**Clock nets**

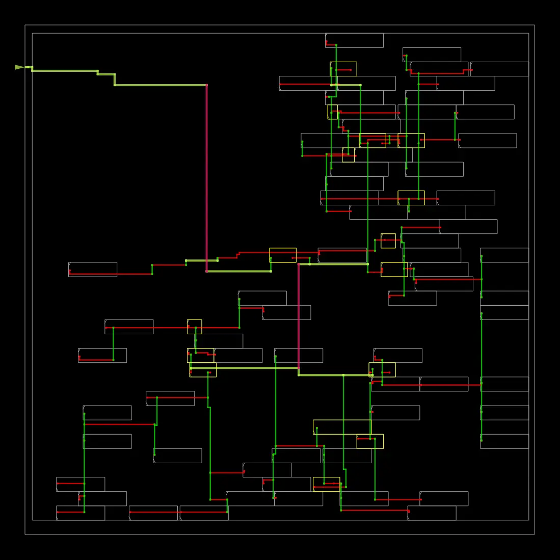
**Signal wires by layer**

(4 px per um)
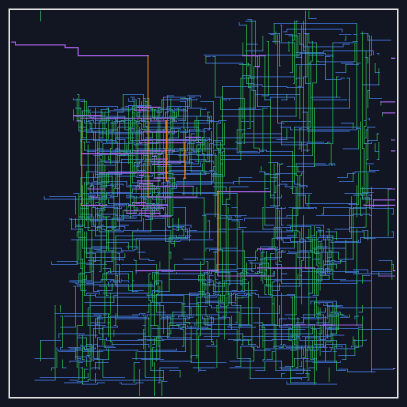
**Power grid**

(4 px per um) Pins as bars on the die edge.
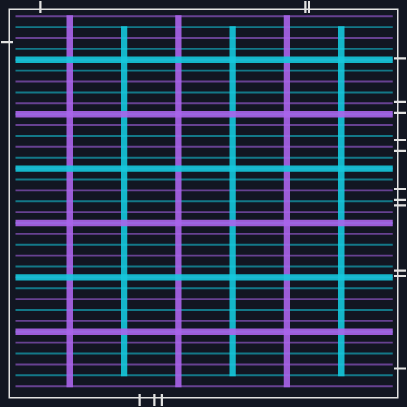
**Logic cells by family**

(3 px per um)
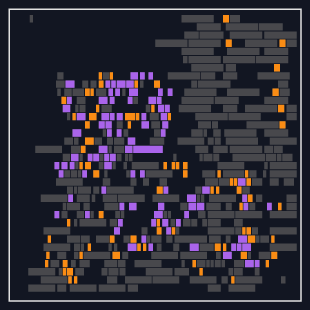
**Routed clock nets over the placement**

(3 px per um)
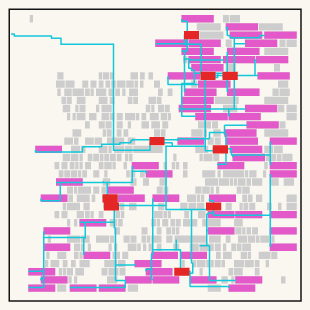
--- config.mk ---
export PLATFORM = sky130hd
export DESIGN_NAME = morse_stream_decoder
export DESIGN_NICKNAME = d
export VERILOG_FILES = /design/src/rtl/morse_stream_decoder.sv
export SDC_FILE = /design/constraint.sdc
export NUM_CORES = 1
export LEC_CHECK = 0
export CORE_UTILIZATION = 45
export CTS_BUF_LIST = sky130_fd_sc_hd__clkbuf_4 sky130_fd_sc_hd__clkbuf_8
export DETAILED_ROUTE_END_ITERATION = 7
export PLACE_DENSITY = 0.64
export SETUP_SLACK_MARGIN = 0.05
export SYNTH_ARGS = -nofsm -noshare
export SYNTH_HDL_FRONTEND = slang
export SYNTH_SLANG_ARGS = --single-unit
--- constraint.sdc ---
create_clock -name clk -period 5 [get_ports clk]
set_input_delay 1 -clock clk [delete_from_list [all_inputs] [get_ports clk]]
set_output_delay 1 -clock clk [all_outputs]
set_load 0.01 [all_outputs]
--- src/rtl/morse_stream_decoder.sv ---
// Morse key receiver: times a synchronised key signal, classifies dots/dashes,
// decodes A-Z/0-9 plus word space and ETX, and buffers characters in a small FIFO.
module morse_stream_decoder #(
    parameter int UNIT_CYCLES = 4,
    parameter int IDLE_UNITS  = 20,
    parameter int FIFO_DEPTH  = 4,
    parameter int SYNC_STAGES = 2
) (
    input  logic       clk,
    input  logic       rst_n,
    input  logic       en,
    input  logic       key_in,
    output logic [7:0] data_out,
    output logic       data_valid,
    input  logic       data_ready,
    output logic       err_sym,
    output logic       overflow,
    input  logic       clr_ovf,
    output logic       busy
);
    localparam int CNT_W = $clog2(IDLE_UNITS*UNIT_CYCLES+1);
    localparam int PTR_W = $clog2(FIFO_DEPTH);
    localparam logic [CNT_W-1:0] HALF_U  = CNT_W'(UNIT_CYCLES/2);
    localparam logic [CNT_W-1:0] M_MAX   = CNT_W'(2*UNIT_CYCLES);
    localparam logic [CNT_W-1:0] THR_LTR = CNT_W'(3*UNIT_CYCLES);
    localparam logic [CNT_W-1:0] THR_WRD = CNT_W'(7*UNIT_CYCLES);
    localparam logic [CNT_W-1:0] L_MAX   = CNT_W'(IDLE_UNITS*UNIT_CYCLES);
    localparam logic [PTR_W:0]   FULL_C  = (PTR_W+1)'(FIFO_DEPTH);

    typedef enum logic [1:0] {S_IDLE, S_MARK, S_GAP} state_t;

    // Code layout {len[2:0], pat[4:0]}: first element in pat[len-1], dash = 1.
    function automatic logic [7:0] decode_code(input logic [7:0] code);
        logic [7:0] ch;
        ch = 8'h00;
        case (code)
            {3'd1, 5'b00000}: ch = "E";  {3'd1, 5'b00001}: ch = "T";
            {3'd2, 5'b00000}: ch = "I";  {3'd2, 5'b00001}: ch = "A";
            {3'd2, 5'b00010}: ch = "N";  {3'd2, 5'b00011}: ch = "M";
            {3'd3, 5'b00000}: ch = "S";  {3'd3, 5'b00001}: ch = "U";
            {3'd3, 5'b00010}: ch = "R";  {3'd3, 5'b00011}: ch = "W";
            {3'd3, 5'b00100}: ch = "D";  {3'd3, 5'b00101}: ch = "K";
            {3'd3, 5'b00110}: ch = "G";  {3'd3, 5'b00111}: ch = "O";
            {3'd4, 5'b00000}: ch = "H";  {3'd4, 5'b00001}: ch = "V";
            {3'd4, 5'b00010}: ch = "F";  {3'd4, 5'b00100}: ch = "L";
            {3'd4, 5'b00110}: ch = "P";  {3'd4, 5'b00111}: ch = "J";
            {3'd4, 5'b01000}: ch = "B";  {3'd4, 5'b01001}: ch = "X";
            {3'd4, 5'b01010}: ch = "C";  {3'd4, 5'b01011}: ch = "Y";
            {3'd4, 5'b01100}: ch = "Z";  {3'd4, 5'b01101}: ch = "Q";
            {3'd5, 5'b11111}: ch = "0";  {3'd5, 5'b01111}: ch = "1";
            {3'd5, 5'b00111}: ch = "2";  {3'd5, 5'b00011}: ch = "3";
            {3'd5, 5'b00001}: ch = "4";  {3'd5, 5'b00000}: ch = "5";
            {3'd5, 5'b10000}: ch = "6";  {3'd5, 5'b11000}: ch = "7";
            {3'd5, 5'b11100}: ch = "8";  {3'd5, 5'b11110}: ch = "9";
            default:          ch = 8'h00;
        endcase
        return ch;
    endfunction

    logic [SYNC_STAGES-1:0] sync_q;
    logic [CNT_W-1:0]       m_q, m_d, l_q, l_d;
    state_t                 state_q, state_d;
    logic [2:0]             len_q, len_d;
    logic [4:0]             pat_q, pat_d;
    logic                   ovl_q, ovl_d, wpend_q, wpend_d, epend_q, epend_d;
    logic                   err_q, err_d, ovf_q, ovf_d;
    logic [PTR_W-1:0]       rd_q, rd_d, wr_q, wr_d;
    logic [PTR_W:0]         cnt_q, cnt_d;
    logic [7:0]             mem_q [FIFO_DEPTH];
    logic                   k, push, pop, wr_en;
    logic [7:0]             push_data, dec;

    assign k          = sync_q[SYNC_STAGES-1];
    assign data_valid = (cnt_q != '0);
    assign data_out   = data_valid ? mem_q[rd_q] : 8'h00;
    assign err_sym    = err_q;
    assign overflow   = ovf_q;
    assign busy       = (state_q != S_IDLE);

    // l_d is the gap length including the current cycle; gap events key off it.
    always_comb begin
        m_d = k ? ((m_q == M_MAX) ? M_MAX : m_q + CNT_W'(1)) : '0;
        l_d = k ? '0 : ((l_q == L_MAX) ? L_MAX : l_q + CNT_W'(1));
    end

    always_comb begin
        state_d   = state_q;
        len_d     = len_q;
        pat_d     = pat_q;
        ovl_d     = ovl_q;
        wpend_d   = wpend_q;
        epend_d   = epend_q;
        err_d     = 1'b0;
        push      = 1'b0;
        push_data = 8'h00;
        dec       = decode_code({len_q, pat_q});
        if (!en) begin
            state_d = S_IDLE;
            len_d   = '0;
            pat_d   = '0;
            ovl_d   = 1'b0;
            wpend_d = 1'b0;
            epend_d = 1'b0;
        end else begin
            case (state_q)
                // Only a fresh rising edge starts a mark, so a mark already in
                // progress when the decoder is enabled is ignored.
                S_IDLE: if (k && m_q == '0) state_d = S_MARK;
                S_MARK: if (!k) begin
                    state_d = S_GAP;
                    if (m_q >= HALF_U) begin
                        if (len_q == 3'd5) begin
                            ovl_d = 1'b1;
                        end else begin
                            pat_d = {pat_q[3:0], (m_q >= M_MAX)};
                            len_d = len_q + 3'd1;
                        end
                    end
                end
                S_GAP: begin
                    if (k) begin
                        state_d = S_MARK;
                    end else if (l_d == THR_LTR && len_q != 3'd0) begin
                        if (!ovl_q && dec != 8'h00) begin
                            push      = 1'b1;
                            push_data = dec;
                            wpend_d   = 1'b1;
                        end else begin
                            err_d = 1'b1;
                        end
                        len_d = '0;
                        pat_d = '0;
                        ovl_d = 1'b0;
                    end else if (l_d == THR_WRD && wpend_q) begin
                        push      = 1'b1;
                        push_data = 8'h20;
                        wpend_d   = 1'b0;
                        epend_d   = 1'b1;
                    end else if (l_d == L_MAX && epend_q) begin
                        push      = 1'b1;
                        push_data = 8'h03;
                        epend_d   = 1'b0;
                        state_d   = S_IDLE;
                    end else if (len_q == 3'd0 && !wpend_q && !epend_q) begin
                        state_d = S_IDLE;
                    end
                end
                default: state_d = S_IDLE;
            endcase
        end
    end

    // A full FIFO still accepts a push when the head leaves on the same cycle.
    always_comb begin
        pop   = data_valid && data_ready;
        wr_en = push && ((cnt_q != FULL_C) || pop);
        ovf_d = clr_ovf ? 1'b0 : (ovf_q || (push && !wr_en));
        rd_d  = pop ? rd_q + PTR_W'(1) : rd_q;
        wr_d  = wr_en ? wr_q + PTR_W'(1) : wr_q;
        case ({wr_en, pop})
            2'b10:   cnt_d = cnt_q + (PTR_W+1)'(1);
            2'b01:   cnt_d = cnt_q - (PTR_W+1)'(1);
            default: cnt_d = cnt_q;
        endcase
    end

    always_ff @(posedge clk or negedge rst_n) begin
        if (!rst_n) begin
            sync_q  <= '0;
            m_q     <= '0;
            l_q     <= '0;
            state_q <= S_IDLE;
            len_q   <= '0;
            pat_q   <= '0;
            ovl_q   <= 1'b0;
            wpend_q <= 1'b0;
            epend_q <= 1'b0;
            err_q   <= 1'b0;
            ovf_q   <= 1'b0;
            rd_q    <= '0;
            wr_q    <= '0;
            cnt_q   <= '0;
        end else begin
            sync_q  <= {sync_q[SYNC_STAGES-2:0], key_in};
            m_q     <= m_d;
            l_q     <= l_d;
            state_q <= state_d;
            len_q   <= len_d;
            pat_q   <= pat_d;
            ovl_q   <= ovl_d;
            wpend_q <= wpend_d;
            epend_q <= epend_d;
            err_q   <= err_d;
            ovf_q   <= ovf_d;
            rd_q    <= rd_d;
            wr_q    <= wr_d;
            cnt_q   <= cnt_d;
        end
    end

    always_ff @(posedge clk) begin
        if (wr_en) mem_q[wr_q] <= push_data;
    end

endmodule
==> flow_metrics.rpt <==
==== FLOW RESULTS ====
----------------------------------------------------
[Power and ir drop]
  NetSw ........................ 0.000464 W
  Cell area power density ........................ between 300 and 400 nW/um^2
  Power consumed by sequential cells ........................ between 0.0006 and 0.0007 W
  Switching part of the total power ........................ 0.311
  Pwr top ........................ sequential cells
  Internal cell power ........................ around 0.001 W
  Power of the combinational group ........................ roughly 0.00035 W
  Peak supply drop ........................ 0.157 mV
  Share of total power in combinational logic ........................ 0.232

[Layout]
  Fraction of layout instances using a drive strength above 1 ........................ 0.0867
  Combinational gates ........................ 304
  Number of flip-flops in the largest register ........................ 28
  Final design instance area without fill ........................ 4440 sq um
  Seq/total area ........................ 0.403
  Flip-flop and latch count ........................ approximately 66
  Non-clock inverter total of the final layout ........................ 21
  Most flop-heavy register ........................ mem_q
  Fill cell count ........................ roughly 800
  MI comb area ........................ about 2000 sq um
  Net count reported at finish ........................ about 440
  Clock-cell share ........................ 0.0468
  Largest cell class by area ........................ logic gates
  Most frequent cells in the layout ........................ sky130_fd_sc_hd__nor2_1 (42), sky130_fd_sc_hd__dfrtp_1 (38), sky130_fd_sc_hd__edfxtp_1 (28)
  Non-clock buffer count ........................ 20
  Area added between synthesis and finish ........................ 9.88%
  Registers with the most flip-flops ........................ mem_q: 28 flops, l_q: 7 flops, m_q: 7 flops

[CTS]
  Clock-pin slew reported for the worst setup and hold paths after clock tree synthesis ........................ about 0.080 ns
  # H-tree levels ........................ 3
  Hold buffer count at CTS ........................ 0
  Total of cells resized after clock tree synthesis ........................ 0
  Sink Count ........................ 66
  Clock Path Buffers ........................ 2
  Post-CTS setup buffer count ........................ 0
  Clock root cell ........................ sky130_fd_sc_hd__clkbuf_8
  Clock tree from TritonCTS ........................ built

[Setup path]
  Flop-to-flop setup slack ........................ approximately 1.1 ns
  Worst flop-to-flop path startpoint ........................ len_q[0]
  Critical path startpoint ........................ len_q[0]
  Max stage delay cell, worst path ........................ sky130_fd_sc_hd__or4b_1
  Timing endpoint of the critical path ........................ cnt_q[1]
  Kind of launch point of the worst setup path ........................ register
  Reg-to-Reg End ........................ cnt_q[1]
  Worst endpoint data arrival time ........................ approximately 4.1 ns
  Worst EP required ........................ 5.20 ns
  Max stage delay on crit path ........................ roughly 0.74 ns
  Worst setup EP type ........................ register
  Critical path fanouts, max ........................ 20
  Critical path type ........................ reg2reg
  Cell depth of the worst setup path ........................ 11

[Floorplanning]
  Area of the die ........................ 9360 sq um
  Starting density of the core ........................ 0.463
  Tap Count ........................ roughly 110

[Hold path]
  Worst hold path class ........................ reg2reg
  Hold-critical path endpoint ........................ sync_q[1]
  Worst Hold Depth ........................ 0

[Logic synthesis]
  Area fraction in and, or, nand and nor cells after synthesis ........................ 0.210
  Top cell type by total area after synthesis ........................ sky130_fd_sc_hd__dfrtp_1
  Most used DFF post-synth ........................ sky130_fd_sc_hd__dfrtp_1
  Number of standard cells after synthesis ........................ approximately 420
  Top cell type's share of synthesized area ........................ 0.235
  Sequential area share after synthesis ........................ 0.443
  AO/OA Area Share ........................ 0.169
  Adder Share, Synth ........................ 0.0421
  Multiplexer share of the synthesized area ........................ 0.0551
  Main area contributors ........................ sky130_fd_sc_hd__dfrtp_1 (24%), sky130_fd_sc_hd__edfxtp_1 (21%), sky130_fd_sc_hd__mux4_2 (3.9%)
  Netlist cell types ........................ about 66
  Count of instantiated cells in the yosys netlist ........................ around 420
  Number of enable-type register cells in the synthesized netlist ........................ 28
  Dominant kind of combinational cell ........................ simple AND/OR/NAND/NOR gates
  Synthesis warning total ........................ 0

[STA]
  Remaining max-slew budget at the tightest pin ........................ 0.421
  Count of endpoints failing hold in the final timing report ........................ 0
  Final Hold Slack ........................ between 0.3 and 0.4 ns
  Final period demand of the worst path ........................ a little under 4 ns
  Fmax ........................ 0.258 GHz
  Total negative setup slack ........................ 0 ns
  Least setup slack across all paths after layout ........................ around 1.1 ns
  Count of final setup violators ........................ 0
  Final period util ........................ 0.774
  Final-report max-slew violation count ........................ 0
  Setup repair after global routing missed its margin ........................ false
  Actual transition at the worst max-transition pin ........................ around 0.87 ns

[GRT]
  Wire length of the first global-routing pass ........................ roughly 15 mm
  Via count of the first global-routing pass ........................ about 3000
  GRT overflow ........................ 0
  Number of antenna violations at the first check in global routing ........................ 0

[Placed design]
  Port-buffer cells ........................ 16
  Detailed-placement wirelength estimate ........................ roughly 6 mm
  DP Area ........................ roughly 4200 sq um

[Detailed routing]
  Post-detailed-routing wire length ........................ slightly below 9 mm
  Highest metal layer with signal wires ........................ met4
  Number of nets with antenna violations after routing ........................ 0
  Count of routing violations after the opening detailed-route iteration ........................ 183
  Vias per std cell ........................ between 5 and 6
  DRC ........................ 0

[Run]
  Count of max-cap constraint violations ........................ 0
  Number of warnings in the stage logs ........................ 34

[Run status]
  Result of the run ........................ completed

----------------------------------------------------
-- 'clock nets' (at the start) --
number of buffers created by CTS: 9
clk_buf instances: 12

-- 'signal wires by layer' (at the start) --
legend:
  met4:
    colour: orange
    wire_length: 100 um
  met2:
    colour: green
    wire_length: 4140 um
  met3:
    colour: purple
    wire_length: 405 um
  met1:
    colour: blue
    wire_length: 4090 um

-- 'power grid' (at the start) --
legend:
  VSS:
    colour: purple
  VDD:
    colour: cyan
met5 straps: 6
met1 rails: 35
met4 straps: 6
area of the core region: 8720 sq um
die extent in x: 96.8 um
y dimension of the die: 96.8 um

-- 'logic cells by family' (at the start) --
legend:
  inverting AOI/OAI gates:
    colour: purple
    cells: 88
  NOR gates:
    colour: orange
    cells: 78
    where: widely spread

-- 'routed clock nets over the placement' (at the start) --
legend:
  cells driving clock nets:
    colour: red
    count: 9
  flip-flops:
    colour: magenta
    count: 66
  clock wires:
    colour: cyan
    length: 919 um
routed clock nets: 10
flops lie: widely spread
Setup Skew: 0.0169 ns
share of total power in the clock network: 0.316
Clock Power: 0.000471 W
clk latency late pin: 0.35 ns

==> cells in the mapped netlist, types with 3 or more instances <==
| cell type | instances |
|---|---|
| sky130_fd_sc_hd__o31ai_1 | 4 |
| sky130_fd_sc_hd__nand3_1 | 17 |
| sky130_fd_sc_hd__o2111ai_1 | 4 |
| sky130_fd_sc_hd__or2_2 | 3 |
| sky130_fd_sc_hd__mux2_2 | 3 |
| sky130_fd_sc_hd__ha_1 | 12 |
| sky130_fd_sc_hd__o211ai_1 | 8 |
| sky130_fd_sc_hd__or3_1 | 4 |
| sky130_fd_sc_hd__nor2b_1 | 14 |
| sky130_fd_sc_hd__nand2b_1 | 12 |
| sky130_fd_sc_hd__nor2_1 | 42 |
| sky130_fd_sc_hd__a31oi_1 | 11 |
| sky130_fd_sc_hd__dfrtp_1 | 38 |
| sky130_fd_sc_hd__a21o_1 | 3 |
| sky130_fd_sc_hd__edfxtp_1 | 28 |
| sky130_fd_sc_hd__mux4_2 | 7 |
| sky130_fd_sc_hd__nor3_1 | 15 |
| sky130_fd_sc_hd__clkbuf_1 | 21 |
| sky130_fd_sc_hd__o21ai_0 | 21 |
| sky130_fd_sc_hd__a21oi_1 | 23 |
| sky130_fd_sc_hd__nand4_1 | 8 |
| sky130_fd_sc_hd__and3_1 | 5 |
| sky130_fd_sc_hd__buf_2 | 4 |
| sky130_fd_sc_hd__xor2_1 | 5 |
| sky130_fd_sc_hd__nand2_1 | 23 |
| sky130_fd_sc_hd__and2_1 | 5 |
| sky130_fd_sc_hd__xnor2_1 | 8 |
| sky130_fd_sc_hd__inv_1 | 21 |
| sky130_fd_sc_hd__nor3b_1 | 3 |
==> per-layer routing <==
layer	up-vias	global-route usage
met5	-	0
met4	0	0.0723
met3	11	0.0354
met2	98	0.311
met1	1544	0.267
li1	1547	-
Power and IR drop assume default switching activity.
